`src/rtl/contador_pulsos_if.sv`:
```
// Bus for the pulse counter front end: raw pulse and controls in, registered count and flags out.
interface contador_pulsos_if;
  logic       Pulso;
  logic       Habilitar;
  logic       Limpiar;
  logic [4:0] Cuenta;
  logic       Pulso_Valido;
  logic       Lleno;
  logic       Desborde;

  modport master (
    output Pulso, Habilitar, Limpiar,
    input  Cuenta, Pulso_Valido, Lleno, Desborde
  );

  modport slave (
    input  Pulso, Habilitar, Limpiar,
    output Cuenta, Pulso_Valido, Lleno, Desborde
  );
endinterface

```
`src/rtl/contador_pulsos.sv`:
```
// Pulse counter front end: 2-flop synchroniser, debouncer, rising-edge counter 0..MAX_COUNT.
// Define CONTADOR_SATURA_EN to saturate at MAX_COUNT; the default build wraps to 0.
module contador_pulsos #(
  parameter int DEBOUNCE_CYCLES = 500000,
  parameter int MAX_COUNT       = 20
) (
  input  logic                 clk,
  input  logic                 rst_n,
  contador_pulsos_if.slave     bus
);

  localparam int              CNT_W      = $clog2(DEBOUNCE_CYCLES);
  localparam logic [CNT_W-1:0] CNT_LAST  = CNT_W'(DEBOUNCE_CYCLES - 1);
  localparam logic [4:0]      CUENTA_MAX = 5'(MAX_COUNT);

  logic             s1_q, s1_d;
  logic             s2_q, s2_d;
  logic             estable_q, estable_d;
  logic [CNT_W-1:0] cnt_q, cnt_d;
  logic [4:0]       cuenta_q, cuenta_d;
  logic             pulso_valido_q, pulso_valido_d;
  logic             lleno_q, lleno_d;
  logic             desborde_q, desborde_d;
  logic             flanco;

  // Value taken by the count when an edge arrives at the top of the range.
  function automatic logic [4:0] cuenta_en_tope(input logic [4:0] actual);
`ifdef CONTADOR_SATURA_EN
    return actual;
`else
    return (actual == '0) ? 5'd0 : 5'd0;
`endif
  endfunction

  always_comb begin
    s1_d           = bus.Pulso;
    s2_d           = s1_q;
    estable_d      = estable_q;
    cnt_d          = '0;
    cuenta_d       = cuenta_q;
    pulso_valido_d = 1'b0;
    desborde_d     = 1'b0;
    flanco         = 1'b0;

    if (s2_q != estable_q) begin
      if (cnt_q == CNT_LAST) begin
        estable_d = ~estable_q;
        flanco    = ~estable_q;
      end else begin
        cnt_d = cnt_q + 1'b1;
      end
    end

    // Clear wins over everything, including a coincident accepted edge.
    if (bus.Limpiar) begin
      cuenta_d = '0;
    end else if (flanco && bus.Habilitar) begin
      pulso_valido_d = 1'b1;
      if (cuenta_q < CUENTA_MAX) begin
        cuenta_d = cuenta_q + 5'd1;
      end else begin
        desborde_d = 1'b1;
        cuenta_d   = cuenta_en_tope(cuenta_q);
      end
    end

    lleno_d = (cuenta_d == CUENTA_MAX);
  end

  always_ff @(posedge clk) begin
    if (!rst_n) begin
      s1_q           <= 1'b0;
      s2_q           <= 1'b0;
      estable_q      <= 1'b0;
      cnt_q          <= '0;
      cuenta_q       <= '0;
      pulso_valido_q <= 1'b0;
      lleno_q        <= 1'b0;
      desborde_q     <= 1'b0;
    end else begin
      s1_q           <= s1_d;
      s2_q           <= s2_d;
      estable_q      <= estable_d;
      cnt_q          <= cnt_d;
      cuenta_q       <= cuenta_d;
      pulso_valido_q <= pulso_valido_d;
      lleno_q        <= lleno_d;
      desborde_q     <= desborde_d;
    end
  end

  assign bus.Cuenta       = cuenta_q;
  assign bus.Pulso_Valido = pulso_valido_q;
  assign bus.Lleno        = lleno_q;
  assign bus.Desborde     = desborde_q;

endmodule

```
`src/flat_wrapper.sv`:
```
// flat-port wrapper written by rule: the top's interface ports become plain ports
module contador_pulsos_flat 
#(
  parameter int DEBOUNCE_CYCLES = 500000,
  parameter int MAX_COUNT       = 20
)
  (clk, rst_n, bus_Pulso, bus_Habilitar, bus_Limpiar, bus_Cuenta, bus_Pulso_Valido, bus_Lleno, bus_Desborde);
  contador_pulsos_if bus_i ();
  input  logic clk;
  input  logic rst_n;
  input wire logic [$bits(bus_i.Pulso)-1:0] bus_Pulso;
  input wire logic [$bits(bus_i.Habilitar)-1:0] bus_Habilitar;
  input wire logic [$bits(bus_i.Limpiar)-1:0] bus_Limpiar;
  output wire logic [$bits(bus_i.Cuenta)-1:0] bus_Cuenta;
  output wire logic [$bits(bus_i.Pulso_Valido)-1:0] bus_Pulso_Valido;
  output wire logic [$bits(bus_i.Lleno)-1:0] bus_Lleno;
  output wire logic [$bits(bus_i.Desborde)-1:0] bus_Desborde;
  assign bus_i.Pulso = bus_Pulso;
  assign bus_i.Habilitar = bus_Habilitar;
  assign bus_i.Limpiar = bus_Limpiar;
  assign bus_Cuenta = bus_i.Cuenta;
  assign bus_Pulso_Valido = bus_i.Pulso_Valido;
  assign bus_Lleno = bus_i.Lleno;
  assign bus_Desborde = bus_i.Desborde;
  contador_pulsos #(.DEBOUNCE_CYCLES(DEBOUNCE_CYCLES), .MAX_COUNT(MAX_COUNT)) u_core (.clk(clk), .rst_n(rst_n), .bus(bus_i));
endmodule
```
`config.mk`:
```
export PLATFORM = sky130hd
export DESIGN_NAME = contador_pulsos_flat
export DESIGN_NICKNAME = d
export VERILOG_FILES = /design/src/rtl/contador_pulsos_if.sv /design/src/rtl/contador_pulsos.sv /design/src/flat_wrapper.sv
export SDC_FILE = /design/constraint.sdc
export NUM_CORES = 1
export LEC_CHECK = 0
export ABC_AREA = 1
export CAP_MARGIN = 20
export CORE_MARGIN = 2
export CORE_UTILIZATION = 45
export CTS_BUF_LIST = sky130_fd_sc_hd__clkbuf_4 sky130_fd_sc_hd__clkbuf_8 sky130_fd_sc_hd__clkbuf_16
export CTS_CLUSTER_SIZE = 40
export DETAILED_ROUTE_END_ITERATION = 12
export PLACE_DENSITY = 0.65
export RECOVER_POWER = 100
export SKIP_LAST_GASP = 1
export SYNTH_ARGS = -nofsm -noshare
export SYNTH_HDL_FRONTEND = slang
export SYNTH_SLANG_ARGS = --single-unit
```
`constraint.sdc`:
```
create_clock -name clk -period 2.1 [get_ports clk]
set_input_delay 0.42 -clock clk [delete_from_list [all_inputs] [get_ports clk]]
set_output_delay 0.42 -clock clk [all_outputs]
set_load 0.005 [all_outputs]
```
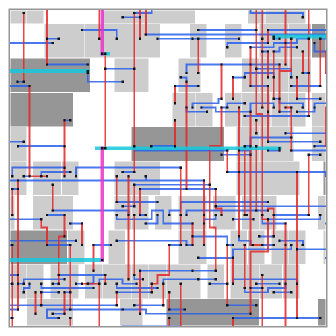
(run_1/closeup.png)
Window x 18 to 43, y 6 to 31 µm. Cells in gray, sequential cells in the stronger gray; small squares are vias.
- red: M2
- blue: M1
- magenta: M4
- cyan: M3
- most frequent: nand2_1 (12), nor2_1 (7)
- cells with their middle in the window: 61
- sequential cells in the window: 5
- netlist names of flops here include: u_core.cnt_q (4), u_core.estable_q (1)

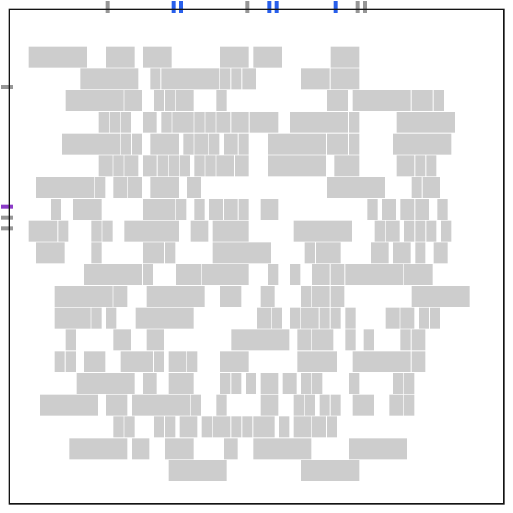
(run_1/pinout.png)
Scale: 8 px per µm. Pins as bars across the die edge, other pins in gray.
- purple: rst_n (pins 1; direction input; edge west)
- blue: bus_Cuenta (pins 5; direction output; edge north)
- all pins by edge: 9 north, 4 west

==> deck_impl_summary.md, run 1 <==
Flow Results at a Glance

Outcome
  – Run status: finished clean

Finish
  – Gate Area: between 700 and 800 µm²
  – Most frequent logic cell in the layout: nand2_1
  – Share of layout cells above drive strength 1: 14.7%
  – Non-filler cells, final: 262
  – Commonest cells after routing, fill and taps aside: nand2_1 (34), nor2_1 (30), dfxtp_1 (30), inv_1 (23), nand3_1 (12)
  – Growth of design area from synthesis to finish: 14.1%
  – Final-layout fill cell count: 329
  – Ant. Diodes: 0

Place
  – Placed Cells incl. Taps: 254
  – Detail Placement HPWL: 2080 µm
  – Buffers added on ports: 12
  – Place WS: ~0.27 ns
  – RePlAce Congestion: 0.828

Yosys
  – Yosys chip area: ~1500 µm²
  – Per-instance average area after synthesis: 7.55 µm²
  – Post-synthesis register bit count: 30
  – Post-synthesis cell count from yosys: 198
  – Cell variety after synth: 34

STA
  – Setup skew after layout: between 0.008 and 0.009 ns
  – Finish-stage setup viols: 0
  – Period minus WS final: ~1.8 ns
  – Slew headroom: 69.2%
  – Max-slew violation total from the final report: 0
  – Final hold violations: 0
  – Least setup slack across all paths after layout: 0.275 ns
  – Cycle use final: slightly below 90%
  – Final total negative setup slack: 0 ns

CTS
  – Clock Sink Count: 30
  – Buffer cell driving the clock tree root: clkbuf_4
  – Post-CTS Hold Fix Bufs: 0
  – Total number of H-tree levels: 2
  – Post-cts resize count: 0
  – Clock slew at reported path FFs: 0.09 ns
  – Clock buffer depth: 2

Power and ir drop
  – Power per unit of standard cell area: 565 nW/µm²
  – Pwr Total: approximately 960 µW

Flow run
  – Count of maximum capacitance violations: 0
  – Stage-log warning count: 26

Worst setup path
  – Largest delay contributor family on the critical path: buffers and inverters
  – Nature of the critical path startpoint: flip-flop
  – Max Fanout on Critical Path: 7
  – Worst r2r src: u_core.cnt_q[0]
  – Critical Path RT: 1.68 ns
  – Delay of the slowest critical-path stage: 0.61 ns
  – Critical Path AT: 1.40 ns
  – Depth of the critical timing path with buffers and inverters included: 1
  – Endpoint type of the worst setup path: primary output
  – R2R depth: 10

Global route
  – Number of antenna violations at the first check in global routing: 0
  – Global-route wire length before repair: 4770 µm
  – Global Route Usage Sum: roughly 17%

Die
  – Initial core utilization: 48.2%
  – Io pins: 13
  – Die outline height: 61.6 µm
  – Area enclosed by the die boundary: roughly 3800 µm²
  – Horizontal die dimension: 61.6 µm
  – Placement row count: 20

Drt
  – Residual DRC count: 0
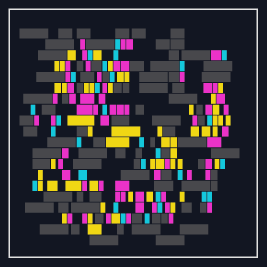
(run_1/gates.png)
Scale: 4 px per µm.
- yellow: nor cells (cells 50)
- cyan: inv cells (cells 29; where spread over the die)
- magenta: nand cells (cells 58)

[run 1: flip-flops by register name, indices dropped and copies added, names as in the netlist]
register and count:
u_core.bus.Cuenta 5, u_core.bus.Desborde 1, u_core.bus.Lleno 1, u_core.bus.Pulso_Valido 1, u_core.cnt_q 19, u_core.estable_q 1, u_core.s1_q 1, u_core.s2_q 1
[run 1: cells by family (layout without fill, tap and decap cells)]
| logic type | Yosys count | count (layout) | synth area share, % |
|---|---|---|---|
| simple gates | 112 | 112 | 40.3 |
| flops | 30 | 30 | 40.2 |
| buf+inv | 30 | 50 | 8.20 |
| compound gates | 20 | 20 | 7.36 |
| xor+xnor | 4 | 4 | 2.34 |
| fa+ha+maj | 2 | 2 | 1.67 |
[run 1: power breakdown]
group	internal, mW	total [mW]	switching, mW
Clock	0.175	0.367	0.192
Sequential	0.571	0.572	0.00128
Combinational	0.0118	0.0264	0.0147
Total	0.757	0.965	0.208
[run 1: cell type report]
cell class                 count  share of cell area [%]
multi-input combinational    138                    44.1
sequential                    30                    35.2
timing repair buffer          13                    7.26
inverter                      29                    6.52
clock buffer                   7                    3.45
tap                           44                    3.23
clock inverter                 1                   0.293
[run 1: worst max-delay path by stage]
stage,end,start,slack [ns]
after detailed placement,u_core.bus.Lleno,bus_Habilitar,0.27
after floorplan,u_core.bus.Lleno,u_core.cnt_q[0],0.58
after CTS,bus_Cuenta[3],u_core.bus.Cuenta[3],0.33
after global placement,u_core.cnt_q[7],rst_n,0.32
final,bus_Cuenta[3],u_core.bus.Cuenta[3],0.28
after global routing,u_core.bus.Lleno,u_core.cnt_q[0],0.13
[run 1: tightest hold or removal path, stage by stage (launching register included)]
cell	delay [ns]
dfxtp_1	0.31
nand2_1	0.05
inv_1	0.04
[run 1: Yosys cell counts]
cell type,n,share of area [%]
inv_4,1,0.42
nand3_1,11,3.7
buf_6,1,0.75
or2_2,3,1.3
nor3b_4,1,1.3
o21a_1,2,1.0
nor3_2,2,1.3
nand3_2,4,2.7
nor2_4,1,0.75
nor3_4,1,1.1
inv_1,23,5.8
inv_2,5,1.3
nand2_4,1,0.75
a31oi_1,1,0.42
nor2_2,5,2.1
nand2_1,32,8.0
dfxtp_1,30,40
o22ai_1,1,0.42
xor2_1,1,0.59
nor3_1,5,1.7
and2_1,1,0.42
ha_1,2,1.7
nand3b_1,1,0.50
o21ai_0,5,1.7
nand2_2,3,1.3
a21oi_1,7,2.3
xnor2_1,3,1.8
nor2_1,30,7.5
nand4_1,6,2.5
o21ai_1,3,1.0
nor4_1,3,1.3
a211oi_1,1,0.50
nor3b_2,1,0.84
nor2_8,1,1.3
[run 1: metal layers]
layer  vias up  routed length (µm)  GRT usage, %
li1        679                   -             -
met2        12                1290          29.2
met1       569                1270          19.5
met3         6                  91          5.88
met4         0                  58          9.12
met5         -                   0             0
## Run 2: what changed since run 1
Settings changed: SETUP_SLACK_MARGIN set to 0.2.
==> run 2 against run 1 <==
- via count grew 1.1%
- largest cell class unchanged
- first-iteration DRC count grew 14%
- critical path depth is the same
- global-route usage is the same
- clock skew grew 0.0012 ns
- clock-buffer cell count is the same
==> deck_impl_summary.md, run 2 <==
Flow Results at a Glance

Outcome
  – Run status: finished clean

STA
  – Final hold violations: 0
  – Max-slew violation total from the final report: 0
  – Max Freq: 0.552 GHz
  – Final total negative setup slack: 0 ns
  – Cycle use final: approximately 86%
  – Setup repair after global routing missed its margin: false
  – Finish-stage setup viols: 0
  – Slew headroom: 68.9%
  – Setup skew after layout: 0.00938 ns
  – Period minus WS final: 1.81 ns

Drt
  – Average wire per standard cell: 10.4 µm
  – Total wire length after detailed routing: ~2800 µm
  – Residual DRC count: 0
  – Number of detailed-route iterations in the first pass: 4

Place
  – Detail Placement HPWL: 2080 µm
  – RePlAce Congestion: 0.828
  – Buffers added on ports: 12

Die
  – Placement row count: 20
  – Horizontal die dimension: between 60 and 70 µm
  – Area enclosed by the die boundary: 3800 µm²
  – Die outline height: 61.6 µm
  – Initial core utilization: between 40% and 50%
  – Io pins: 13

Yosys
  – Yosys chip area: between 1000 and 1500 µm²
  – Count of mapped cells out of synthesis: 198
  – Most common cell in the synthesized netlist: nand2_1
  – Per-instance average area after synthesis: 7.55 µm²
  – Count of flip-flops with a built-in enable after synthesis: 0
  – Most common library cells after synthesis: nand2_1 (32), dfxtp_1 (30), nor2_1 (30), inv_1 (23), nand3_1 (11)
  – Post-synthesis register bit count: 30
  – Post-synthesis cell count from yosys: 198
  – Synth area leader: dfxtp_1
  – Async SR Flop Fraction: 0%
  – Share of the synthesized area in the top cell type: 40.2%
  – Top area cell types: dfxtp_1 (40%), nand2_1 (8.0%), nor2_1 (7.5%)
  – Syn Std Cell Area: ~1500 µm²
  – Dominant flop cell: dfxtp_1
  – Cell variety after synth: 34

Global route
  – Global-route wire length before repair: around 4800 µm
  – Remaining global-route overflow: 0
  – Global Route Usage Sum: 17.4%
  – Number of antenna violations at the first check in global routing: 0

Worst setup path
  – Endpoint type of the worst setup path: primary output
  – Critical Path RT: around 1.7 ns
  – Delay of the slowest critical-path stage: 0.61 ns
  – Largest delay contributor family on the critical path: buffers and inverters
  – Reg2Reg Setup Slack: 0.32 ns
  – Max Fanout on Critical Path: 8
  – Critical Path AT: 1.39 ns
  – CP Launch Point: u_core.bus.Cuenta[2]
  – Worst setup path endpoint: bus_Cuenta[2]
  – Depth of the critical timing path with buffers and inverters included: 1
  – Series of cell instances along the critical path: dlygate4sd3_1
  – Worst r2r src: u_core.cnt_q[0]
  – R2R depth: 12
  – Nature of the critical path startpoint: flip-flop

CTS
  – Clock buffer depth: 2
  – Clock slew at reported path FFs: about 0.09 ns
  – Clock latency of the later-clocked register in the worst-skew pair: 0.33 ns
  – Total number of H-tree levels: 2
  – Clock Sink Count: 30
  – Clock buffer count from CTS: 5
  – Post-CTS Hold Fix Bufs: 0
  – Buffer cell driving the clock tree root: clkbuf_4

Flow run
  – Count of maximum capacitance violations: 0
  – Stage-log warning count: 26

Finish
  – Growth of design area from synthesis to finish: 16.2%
  – Share of layout cells above drive strength 1: 16.7%
  – Commonest cells after routing, fill and taps aside: nand2_1 (33), nor2_1 (31), dfxtp_1 (29), inv_1 (23), nand3_1 (13)
  – Count of nets after finishing: between 200 and 250
  – Ant. Diodes: 0
  – Fraction of the core area covered by cells at the end of the flow: a little under three fifths
  – Largest register FFs: 19
  – Final-layout fill cell count: 321
  – Largest Register: u_core.cnt_q
  – Most frequent logic cell in the layout: nand2_1

Power and ir drop
  – Pwr Total: about 960 µW
  – Power per unit of standard cell area: 554 nW/µm²
  – Leakage: 0.730 nW

Hold path
  – Type of the most critical hold path: reg -> reg
-- run 2: cell counts after synthesis --
No cell type changed its count.
-- run 2: stage by stage --
step           area, µm²  setup slack [ns]  std cells
5_1_grt             1740             0.136        266
6_report            1740             0.288        266
4_1_cts             1730             0.330        262
3_5_place_dp        1670             0.275        254
2_1_floorplan       1500             0.580        198
3_3_place_gp        1670             0.321        254
-- run 2: where the power goes --
group	internal, mW	switching [mW]	total, mW
sequential	0.571	0.00128	0.572
combinational	0.0118	0.0137	0.0255
clock	0.175	0.190	0.365
total	0.757	0.205	0.963
-- run 2: final cells by class --
type                    count  area (µm²)  area share [%]
multi-input cells         138         748            43.1
flip-flops and latches     30         602            34.6
repair buffers             17         158            9.07
inverters                  29         111            6.41
clock buffers               7        58.8            3.38
well taps                  44        55.1            3.17
clock inverters             1        5.00           0.288
-- run 2: worst min path at each step --
stage	from	endpoint	slack (ns)
floorplan	u_core.s1_q	u_core.s2_q	0.39
global placement	u_core.s1_q	u_core.s2_q	0.40
detailed placement	u_core.s1_q	u_core.s2_q	0.41
CTS	u_core.s1_q	u_core.s2_q	0.42
global route	u_core.s1_q	u_core.s2_q	0.42
finish	u_core.s1_q	u_core.s2_q	0.42
-- run 2: cells by family after synthesis --
kind of cell	Yosys count	share of synthesized area (%)
simple gates	112	40.3
fa+ha+maj	2	1.67
buf+inv	30	8.20
flops	30	40.2
compound gates	20	7.36
xor+xnor	4	2.34
-- run 2: layer usage --
layer	vias up	wire, µm	global-route usage, %
li1	690	-	-
met1	569	1290	19.5
met2	17	1330	29.2
met3	4	105	5.88
met4	0	49	9.12
met5	-	0	0
-- run 2: repair_timing --
item                                   CTS  global route
buffers inserted                         0             4
gates resized                            0             5
endpoints found under the hold margin    0             0
setup endpoints to repair                0             1
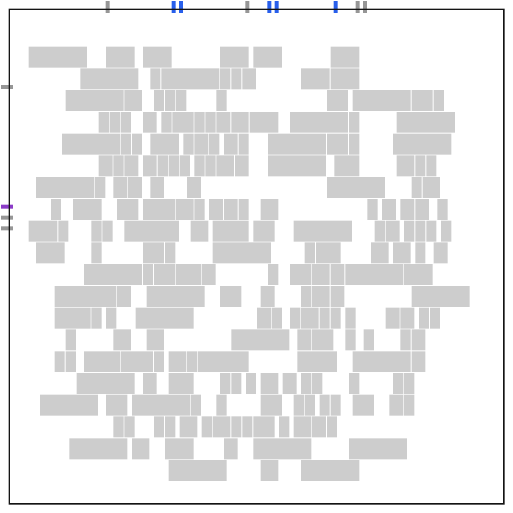
(run_2/pinout.png)
Scale: 8 px per µm. Pins as bars across the die edge, other pins in gray.
- purple: rst_n (pins 1; direction input; edge west)
- blue: bus_Cuenta (pins 5; direction output; edge north)
- all pins by edge: 9 north, 4 west

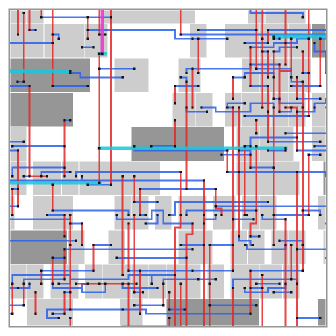
(run_2/closeup.png)
Window x 18 to 43, y 6 to 31 µm. Cells in gray, sequential cells in the stronger gray; small squares are vias.
- cyan: M3
- blue: M1
- magenta: M4
- red: M2
- sequential cells in the window: 5
- most frequent: nand2_1 (12), nor2_1 (7)
- netlist names of flops here include: u_core.cnt_q (4), u_core.estable_q (1)
- cells with their middle in the window: 62

## Run 3: what changed since run 2
==> constraint.sdc (replaced) <==
create_clock -name clk -period 2.1 [get_ports clk]
set_input_delay 0.525 -clock clk [delete_from_list [all_inputs] [get_ports clk]]
set_output_delay 0.525 -clock clk [all_outputs]
set_load 0.005 [all_outputs]
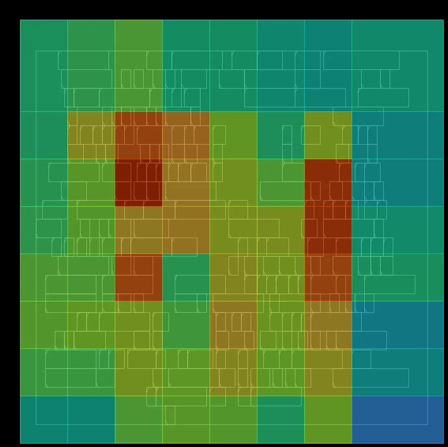
(run_3/congestion_map.png)
average wire per standard cell: 10.4 µm
met1 track demand over resource: 21.9%
Global Route Usage Sum: 16.8%
fraction of the core area covered by cells at the end of the flow: 57.0%

==> run 3 against run 2 <==
- utilization grew 1.0 points
- worst setup slack worse by 0.071 ns
- combinational power increased by 13%
- hold slack improved by 0.010 ns
- clock power is 67% higher
- critical endpoint is now bus_Cuenta[3]
==> deck_impl_summary.md, run 3 <==
Flow Results at a Glance

Flow run
  – Stage-log warning count: 26
  – Count of maximum capacitance violations: 0

Global route
  – Remaining global-route overflow: 0
  – Global-route wire length before repair: 4740 µm
  – Number of antenna violations at the first check in global routing: 0

Die
  – Core area: between 3000 and 4000 µm²
  – Io pins: 13
  – Die outline height: 61.6 µm
  – Placement row count: 20
  – Horizontal die dimension: roughly 62 µm
  – Initial core utilization: 48.2%
  – Area enclosed by the die boundary: 3800 µm²

CTS
  – Buffer cell driving the clock tree root: clkbuf_4
  – Post-cts resize count: 0
  – Clock latency of the later-clocked register in the worst-skew pair: 0.33 ns
  – Clock slew at reported path FFs: 0.11 ns
  – Post-CTS Hold Fix Bufs: 0
  – Clock Sink Count: 30
  – Clock buffer count from CTS: 5
  – Clock buffer depth: 2
  – Total number of H-tree levels: 2
  – Post CTS Setup Buffer Count: 0

Yosys
  – Syn Std Cell Area: between 1000 and 1500 µm²
  – Async SR Flop Fraction: 0%
  – Post-synthesis register bit count: 30
  – Most common library cells after synthesis: nand2_1 (32), dfxtp_1 (30), nor2_1 (30), inv_1 (23), nand3_1 (11)
  – Synth area leader: dfxtp_1
  – Per-instance average area after synthesis: 7.55 µm²
  – Top area cell types: dfxtp_1 (40%), nand2_1 (8.0%), nor2_1 (7.5%)
  – Yosys chip area: 1500 µm²
  – Post-synthesis cell count from yosys: 198
  – Most common cell in the synthesized netlist: nand2_1
  – Share of the synthesized area in the top cell type: 40.2%
  – Seq/Total Area, Yosys: 40.2%
  – Count of mapped cells out of synthesis: 198
  – Cell variety after synth: 34
  – Count of flip-flops with a built-in enable after synthesis: 0

Place
  – RePlAce Congestion: 0.928
  – Buffers added on ports: 12
  – Cell area after placement: around 1700 µm²
  – Detail Placement HPWL: around 2100 µm

Drt
  – Number of detailed-route iterations in the first pass: 4
  – Residual DRC count: 0
  – Total wire length after detailed routing: 2740 µm

Finish
  – Share of layout cells above drive strength 1: 16.0%
  – Largest register FFs: 19
  – Gate Area: around 760 µm²
  – Commonest cells after routing, fill and taps aside: nand2_1 (33), nor2_1 (30), dfxtp_1 (30), inv_1 (23), nand3_1 (12)
  – Ant. Diodes: 0
  – Final-layout fill cell count: 311
  – Most frequent logic cell in the layout: nand2_1
  – Largest Register: u_core.cnt_q
  – Final design area excluding fillers: between 1500 and 2000 µm²
  – Reg area: 601 µm²
  – Count of nets after finishing: 225
  – Growth of design area from synthesis to finish: 18.3%

Power and ir drop
  – Flop pwr share: 47.2%
  – Power share of the clock group: 50.4%
  – Share of total power consumed by net switching: 18.5%
  – Maximum vdd ir drop: 405 µV
  – Leakage: 0.716 nW
  – Internal Power: 987 µW
  – Power per unit of standard cell area: between 600 and 700 nW/µm²
  – Logic pwr share: 2.4%
  – Net switching component of the power: 224 µW

STA
  – Max-slew violation total from the final report: 0
  – Finish-stage setup viols: 0
  – Max Freq: 0.531 GHz
  – Setup repair after global routing missed its margin: false
  – Period minus WS final: 1.88 ns
  – Cycle use final: roughly nine tenths
  – Setup skew after layout: 0.0150 ns
  – Slew headroom: about two thirds
  – Final total negative setup slack: 0 ns

Worst setup path
  – Delay of the slowest critical-path stage: 0.55 ns
  – Critical Path RT: 1.57 ns
  – Series of cell instances along the critical path: clkdlybuf4s50_1
  – Endpoint type of the worst setup path: primary output
  – Nature of the critical path startpoint: flip-flop
  – Critical Path AT: 1.36 ns
  – Max Fanout on Critical Path: 7

Hold path
  – Type of the most critical hold path: reg -> reg

Outcome
  – Run status: finished clean
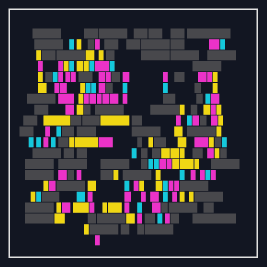
(run_3/gates.png)
Scale: 4 px per µm.
- magenta: nand cells (cells 58)
- yellow: nor cells (cells 50)
- cyan: inv cells (cells 29)

run 3: cell counts after synthesis:
Identical to the previous run, type by type.
run 3: area by class of cell:
type / count / share of cell area, %
well taps: 44 / 3.11
clock buffers: 6 / 2.90
inverters: 29 / 6.29
repair buffers: 14 / 7.43
flip-flops and latches: 30 / 33.9
clock inverters: 2 / 3.39
multi-input cells: 138 / 42.9
run 3: worst paths after layout:
kind,slack [ns],depth (start not counted),to,from
max,0.22,1,bus_Cuenta[3],u_core.bus.Cuenta[3]
min,0.43,2,u_core.s2_q,u_core.s1_q
max reg2reg,0.31,11,u_core.bus.Lleno,u_core.cnt_q[0]
min reg2reg,0.43,2,u_core.s2_q,u_core.s1_q
run 3: through the flow:
stage	hold slack [ns]	instances	power, mW	setup WS, ns	util (%)
floorplan	0.390	198	0.602	0.580	-
global placement	0.400	255	0.614	0.228	54.0
detailed placement	0.407	255	0.615	0.167	54.0
CTS	0.431	263	1.23	0.204	57.5
global route	0.462	263	1.25	0.104	57.0
finish	0.426	263	1.21	0.217	57.0
run 3: power by group through the flow:
stage               sequential, mW  clock [mW]  combinational, mW
floorplan                    0.585           0             0.0172
global placement             0.585           0             0.0291
detailed placement           0.585           0             0.0298
CTS                          0.572       0.624             0.0300
global route                 0.573       0.645             0.0321
finish                       0.572       0.611             0.0289
run 3: metal layers:
metal | track usage, % | part of all wire (%) | up-vias
met5 | 0 | 0 | -
met4 | 6.69 | 0.84 | 0
met3 | 5.04 | 5.1 | 4
met2 | 25.9 | 48 | 31
met1 | 21.9 | 46 | 568
li1 | - | - | 680
run 3: kinds of logic after synthesis:
logic type / after synthesis / synth area share (%)
simple gates: 112 / 40.3
buf+inv: 30 / 8.20
flops: 30 / 40.2
compound gates: 20 / 7.36
xor+xnor: 4 / 2.34
fa+ha+maj: 2 / 1.67

==> screenshots <==
Sequential cells colored by netlist name.
Scale: 4 px per µm. Other sequential cells in the stronger gray, the rest of the logic in the fainter gray.
Plate I
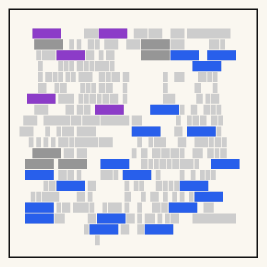
Plate II
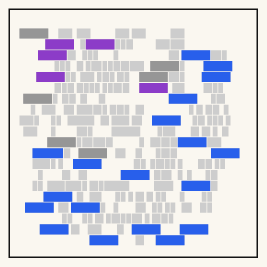
Run 3 is Plate I.
Run 2 is Plate II.

Key to Plate I:
- purple: u_core.bus.Cuenta (flops 5; where north-west)
- blue: u_core.cnt_q (flops 19; where spread over the die)
- not colored: 6

Power figures rest on the tool's default switching activity, not on a simulated workload.
